[config.mk]
export PLATFORM = sky130hd
export DESIGN_NAME = sar_ctrl
export DESIGN_NICKNAME = d
export VERILOG_FILES = /design/src/rtl/sar_pkg.sv /design/src/rtl/sar_ctrl.sv
export SDC_FILE = /design/constraint.sdc
export NUM_CORES = 1
export LEC_CHECK = 0
export CAP_MARGIN = 20
export CORE_UTILIZATION = 40
export CTS_BUF_LIST = sky130_fd_sc_hd__clkbuf_8 sky130_fd_sc_hd__clkbuf_16
export DETAILED_ROUTE_END_ITERATION = 12
export HOLD_SLACK_MARGIN = 0.15
export PLACE_DENSITY_LB_ADDON = 0.3
export SYNTH_ARGS = -nofsm -noshare
export SYNTH_HDL_FRONTEND = slang
export SYNTH_SLANG_ARGS = --single-unit
[constraint.sdc]
create_clock -name clk -period 1.5 [get_ports clk]
set_input_delay 0.15 -clock clk [delete_from_list [all_inputs] [get_ports clk]]
set_output_delay 0.15 -clock clk [all_outputs]
set_load 0.03 [all_outputs]
[src/rtl/sar_pkg.sv]
// sar_pkg: shared definitions for the SAR conversion controller.
//   SAR_WIDTH_DEFAULT : default conversion resolution in bits.
//   state_t           : FSM state encoding. The SETTLE state exists only
//                       when SAR_CTRL_SETTLE_EN is defined.
package sar_pkg;

    localparam int unsigned SAR_WIDTH_DEFAULT = 7;

`ifdef SAR_CTRL_SETTLE_EN
    typedef enum logic [2:0] {
        ST_IDLE   = 3'd0,
        ST_WAIT   = 3'd1,
        ST_SETTLE = 3'd2,
        ST_DECIDE = 3'd3,
        ST_DONE   = 3'd4
    } state_t;
`else
    typedef enum logic [2:0] {
        ST_IDLE   = 3'd0,
        ST_WAIT   = 3'd1,
        ST_DECIDE = 3'd3,
        ST_DONE   = 3'd4
    } state_t;
`endif

endpackage : sar_pkg

[src/rtl/sar_ctrl.sv]
// sar_ctrl: successive-approximation ADC controller.
// Drives a trial code to an external comparator, resolves one bit per
// WAIT/DECIDE pair (MSB first) and reports the final code.
// Optional feature: define SAR_CTRL_SETTLE_EN to insert a one-cycle SETTLE
// state after every WAIT (latency 3*WIDTH instead of 2*WIDTH).
// Ports:
//   clk      in  : clock, rising edge
//   rst      in  : asynchronous active-high reset
//   start    in  : conversion request, sampled only in IDLE
//   cmp      in  : registered comparator bit (1: trial code >= input),
//                  one clock behind dac_code
//   dac_code out : trial code to the comparator
//   busy     out : conversion in progress
//   done     out : one-cycle pulse, result valid
//   result   out : last completed conversion
module sar_ctrl
    import sar_pkg::*;
#(
    parameter int unsigned WIDTH = SAR_WIDTH_DEFAULT
) (
    input  logic             clk,
    input  logic             rst,
    input  logic             start,
    input  logic             cmp,
    output logic [WIDTH-1:0] dac_code,
    output logic             busy,
    output logic             done,
    output logic [WIDTH-1:0] result
);

    localparam int unsigned     PTR_W   = $clog2(WIDTH);
    localparam logic [PTR_W-1:0] PTR_TOP = PTR_W'(WIDTH - 1);
    localparam logic [WIDTH-1:0] MSB_CODE = WIDTH'(1) << (WIDTH - 1);

    state_t           state_q, state_d;
    logic [WIDTH-1:0] dac_q, dac_d;
    logic [WIDTH-1:0] result_q, result_d;
    logic [PTR_W-1:0] ptr_q, ptr_d;
    logic             busy_q, busy_d;
    logic             done_q, done_d;
    logic [WIDTH-1:0] trial;

    // Next-state and next-output logic.
    always_comb begin
        state_d  = state_q;
        dac_d    = dac_q;
        result_d = result_q;
        ptr_d    = ptr_q;
        busy_d   = busy_q;
        done_d   = 1'b0;
        trial    = dac_q;

        case (state_q)
            ST_IDLE: begin
                if (start) begin
                    dac_d   = MSB_CODE;
                    ptr_d   = PTR_TOP;
                    busy_d  = 1'b1;
                    state_d = ST_WAIT;
                end
            end

            // cmp still reflects the previous trial code here.
            ST_WAIT: begin
`ifdef SAR_CTRL_SETTLE_EN
                state_d = ST_SETTLE;
`else
                state_d = ST_DECIDE;
`endif
            end

`ifdef SAR_CTRL_SETTLE_EN
            ST_SETTLE: begin
                state_d = ST_DECIDE;
            end
`endif

            ST_DECIDE: begin
                // Trial too high (or equal): drop the bit under test.
                if (cmp) begin
                    trial[ptr_q] = 1'b0;
                end
                if (ptr_q == '0) begin
                    dac_d    = trial;
                    result_d = trial;
                    busy_d   = 1'b0;
                    done_d   = 1'b1;
                    state_d  = ST_DONE;
                end else begin
                    trial[ptr_q - 1'b1] = 1'b1;
                    dac_d   = trial;
                    ptr_d   = ptr_q - 1'b1;
                    state_d = ST_WAIT;
                end
            end

            ST_DONE: begin
                state_d = ST_IDLE;
            end

            default: begin
                state_d = ST_IDLE;
            end
        endcase
    end

    // State and output registers.
    always_ff @(posedge clk or posedge rst) begin
        if (rst) begin
            state_q  <= ST_IDLE;
            dac_q    <= '0;
            result_q <= '0;
            ptr_q    <= PTR_TOP;
            busy_q   <= 1'b0;
            done_q   <= 1'b0;
        end else begin
            state_q  <= state_d;
            dac_q    <= dac_d;
            result_q <= result_d;
            ptr_q    <= ptr_d;
            busy_q   <= busy_d;
            done_q   <= done_d;
        end
    end

    assign dac_code = dac_q;
    assign busy     = busy_q;
    assign done     = done_q;
    assign result   = result_q;

endmodule : sar_ctrl
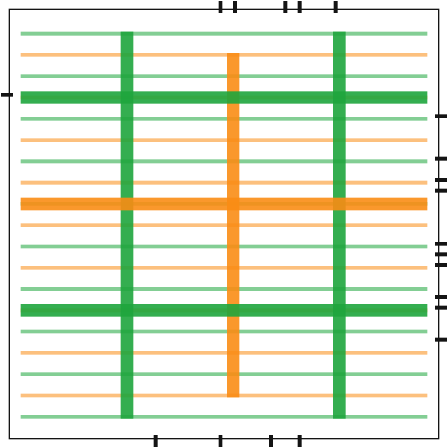
Figure 1: run 1, supply network.
Pins as bars on the die edge.
[VSS] green
[VDD] orange
signal pins: 20
met1 rails: 19
met5 straps: 3
rows: 18
met4 straps: 3

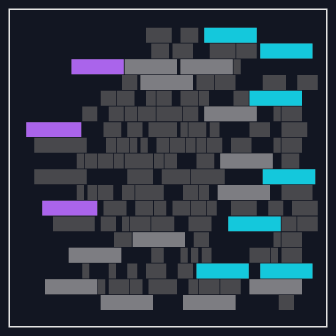
Figure 2: run 1, where the registers sit.
[result] cyan | sequential cells: 7
[ptr_q] purple | sequential cells: 3

==> ci_impl_report.md, run 1 <==
## PnR job results

| Metric | Value |
|---|---|
| Status | finished with violations |
| Failing checks | negative setup slack |
| Final clock-cell share | 0.0364 |
| RSZ-0062 raised after global routing | yes |
| Clk pwr share | 0.120 |
| Core area | 0.00254 mm^2 |
| Crit-path cells | inv_2 > ha_4 > or3b_4 > a211oi_2 > o32a_1 |
| Tot Pwr | 0.00357 W |
| Seq power | 0.00111 W |
| Area of the mapped netlist | 0.00111 mm^2 |
| Leading cell kind | flip-flops and latches |
| Post-synth regs | 22 |
| Vias after detailed routing | 907 |
| Max-slew violation count | 0 |
| First-pass detailed-route iteration total | 4 |
| Post-synth ARST share | 1.00 |
| Mux area share | 0.0563 |
| Setup WS pre-CTS | -0.0503 ns |
| TritonCTS clock tree | yes |
| Antenna violations before repair | 0 |
| Main flop type | dfrtp_1 |
| Vias in the first global route | 913 |
| P per Cell Area | 2360 mW/mm^2 |
| Reg2Reg Depth | 5 |
| Simple Share, Synth | 0.171 |
| GR Layer Usage met3 | 0.0194 |
| Die Area | 0.00299 mm^2 |
| Final setup violation count | 3 |
| Post-CTS Hold Buffers | 0 |
| CTS Buf Count | 3 |
| TAP cells | 30 |
| Yosys stat cell total | 101 |
| Routability congestion estimate | 0.813 |
| Clock transition at path regs | 0.08 ns |
| Hold/Removal Path Class | input pin to asynchronous set/reset pin |
| Synth cell types | 37 |
| First-pass GRT wire length | 3890 um |
| I/O pins | 20 |
| Ys Warns | 0 |
| Switching share of power | 0.438 |
| Post-route setup slack | -0.0622 ns |
| Floorplan Nets | 107 |
| Top-area cell share | 0.450 |
| Non-clock buffer contribution to total cell area | 0.187 |
| Hold Fails Final Rpt | 0 |
| Yosys top cell by area | dfrtp_1 |
| Worst r2r src | ptr_q[1] |
| Final Critical Period | 1.56 ns |
| Non-filler instance count after layout | 162 |
| DR vias/cell | 5.60 |
| Largest cells by area | dfrtp_1 (45%), dfstp_2 (4.7%), o211ai_1 (4.1%) |
| Non-clock buffer count | 30 |
| Top cells excl fill/tap | dfrtp_1 (20), clkdlybuf4s50_1 (12), buf_4 (11) |
| Combinational share of power | 0.570 |
| Mi-comb count | 66 |
| Sequential area share after synthesis | 0.498 |
| Top layer in use | met4 |
| Tool warnings | 30 |
| Synth Area in XOR/XNOR | 0 |
| Non-clk invs | 10 |
| WL met1 | 1090 um |
| Critical path arrival | 1.77 ns |
| Ant. Diodes | 0 |
| Bufs and invs on worst path | 1 |
| Port Buf Inserts | 19 |
| Sinks on the clock net | 22 |
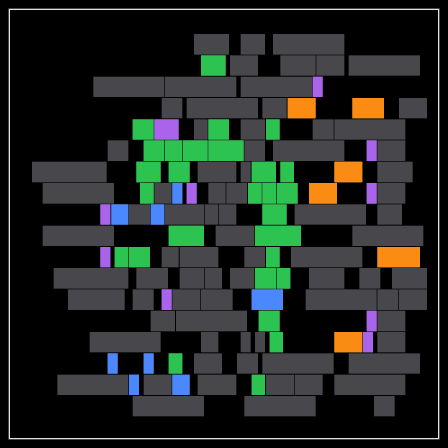
Figure 3: run 1, gate families picked out.
[inverting AOI/OAI gates] green | cells: 28 | most used: o21ai_0
[NOR gates] blue | cells: 8 | most used: nor2_1
[inverters] purple | cells: 10 | most used: inv_1
[multiplexers] orange | cells: 6 | most used: mux2i_1
most numerous logic cell after layout: dfrtp_1
Comb/total area: 0.359

--- run 2 (diff from run 1) ---
--- a/config.mk
+++ b/config.mk
@@ -5,9 +5,10 @@
 export SDC_FILE = /design/constraint.sdc
 export NUM_CORES = 1
 export LEC_CHECK = 0
-export CAP_MARGIN = 20
+export CAP_MARGIN = 30
 export CORE_UTILIZATION = 40
 export CTS_BUF_LIST = sky130_fd_sc_hd__clkbuf_8 sky130_fd_sc_hd__clkbuf_16
+export CTS_CLUSTER_SIZE = 20
 export DETAILED_ROUTE_END_ITERATION = 12
 export HOLD_SLACK_MARGIN = 0.15
 export PLACE_DENSITY_LB_ADDON = 0.3
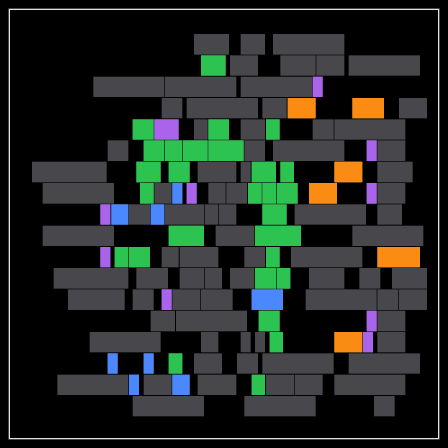
Figure 4: run 2, gate families picked out.
non-filler instance count after layout: 162

==> run 2 against run 1 <==
  * The flow still finishes with violations (negative setup slack)
  * Non-clock buffer count did not move
  * Core utilization did not move
  * Sequential power barely moved
  * Highest routed layer unchanged
==> ci_impl_report.md, run 2 <==
## PnR job results

| Metric | Value |
|---|---|
| Status | finished with violations |
| Failing checks | negative setup slack |
| Hold/Removal Path Class | input pin to asynchronous set/reset pin |
| Ant. Diodes | 0 (unchanged) |
| Routability congestion estimate | 0.813 (unchanged) |
| Post-CTS Setup Repair Bufs | 1 |
| GR Layer Usage met3 | 0.0194 (unchanged) |
| CTS Buf Count | 3 (unchanged) |
| Non-clock buffer count | 30 (unchanged) |
| Worst Max-Slew Pin Slew | 0.324 ns |
| Final WL | 2320 um |
| Mux area share | 0.0563 (unchanged) |
| Switching share of power | 0.438 (unchanged) |
| CP Launch Point | ptr_q[1] |
| Post-synth regs | 22 (unchanged) |
| TritonCTS clock tree | yes |
| Seq power | 0.00111 W (about the same) |
| Crit path launch type | flop |
| Gate Count Post-Synth | 101 |
| Synth cell types | 37 (unchanged) |
| Final Critical Period | 1.56 ns (unchanged) |
| Wire length on met3 | 69 um |
| Tot Pwr | 0.00357 W (unchanged) |
| Worst Setup EP | dac_code[6] |
| Combinational share of power | 0.570 (about the same) |
| Hold Fails Final Rpt | 0 (unchanged) |
| Worst r2r src | ptr_q[1] |
| First-pass GRT wire length | 3890 um (unchanged) |
| Main flop type | dfrtp_1 |
| Leading cell types by count after synthesis | dfrtp_1 (20), inv_1 (10), o21ai_0 (7) |
| Sinks on the clock net | 22 (unchanged) |
| Yosys stat cell total | 101 (unchanged) |
| P per Cell Area | 2360 mW/mm^2 (unchanged) |
| Post-synth ARST share | 1.00 (unchanged) |
| Post-route setup slack | -0.0622 ns (unchanged) |
| I/O pins | 20 (unchanged) |
| Largest stage delay, worst path | 0.54 ns |
| Sequential area share after synthesis | 0.498 (unchanged) |
| Clk pwr share | 0.120 (about the same) |
| Final period utilization | 1.04 |
| Worst R2R End | dac_code[6] |
| Top-area cell share | 0.450 (unchanged) |
| Die Area | 0.00299 mm^2 (unchanged) |
| Setup WS pre-CTS | -0.0503 ns (unchanged) |
| Main logic family | AND-OR/OR-AND gates |
| Top cells excl fill/tap | dfrtp_1 (20), clkdlybuf4s50_1 (12), buf_4 (11) |
| Non-clock buffer contribution to total cell area | 0.187 (unchanged) |
| Core area | 0.00254 mm^2 (unchanged) |
| Port Buf Inserts | 19 (unchanged) |
| Clock transition at path regs | 0.08 ns (about the same) |
| Met2 Use GR | 0.297 |
| CTS Root Cell | clkbuf_8 |
| First-pass detailed-route iteration total | 4 (unchanged) |
| Max-slew violation count | 0 (unchanged) |
| Bufs and invs on worst path | 1 (unchanged) |
| Yosys top cell by instances | dfrtp_1 |
| Post-CTS Hold Buffers | 0 (unchanged) |
| Crit-path cells | inv_2 > ha_4 > or3b_4 > a211oi_2 > o32a_1 |
| Inst Count DP | 157 |
| Largest cells by area | dfrtp_1 (45%), dfstp_2 (4.7%), o211ai_1 (4.1%) |
| Ys Warns | 0 (unchanged) |
| Top layer in use | met4 |
| Simple Share, Synth | 0.171 (unchanged) |
| Comb/total area | 0.359 (unchanged) |
| Antenna violations before repair | 0 (unchanged) |
| Final clock-cell share | 0.0364 (unchanged) |
| CP Max Fanout | 4 |
| WL met1 | 1090 um (unchanged) |
| Area of the mapped netlist | 0.00111 mm^2 (unchanged) |
| Mi-comb count | 66 (unchanged) |
| Most numerous logic cell after layout | dfrtp_1 |
| Yosys top cell by area | dfrtp_1 |
| RSZ-0062 raised after global routing | yes |
| Leading cell kind | flip-flops and latches |
| Vias in the first global route | 913 (unchanged) |
| Critical path arrival | 1.77 ns (about the same) |
| DR vias/cell | 5.60 (unchanged) |
| Synth Area in XOR/XNOR | 0 (unchanged) |
| Non-clk invs | 10 (unchanged) |
| Tool warnings | 30 (unchanged) |
| Floorplan Nets | 107 (unchanged) |
| Reg2Reg Depth | 5 (unchanged) |
| CP Data Required Time | 1.70 ns |
| Final setup violation count | 3 (unchanged) |
| Clk. pwr | 0.000431 W |
| Vias after detailed routing | 907 (unchanged) |
| TAP cells | 30 (unchanged) |
Power is estimated from default activity; no workload was simulated.
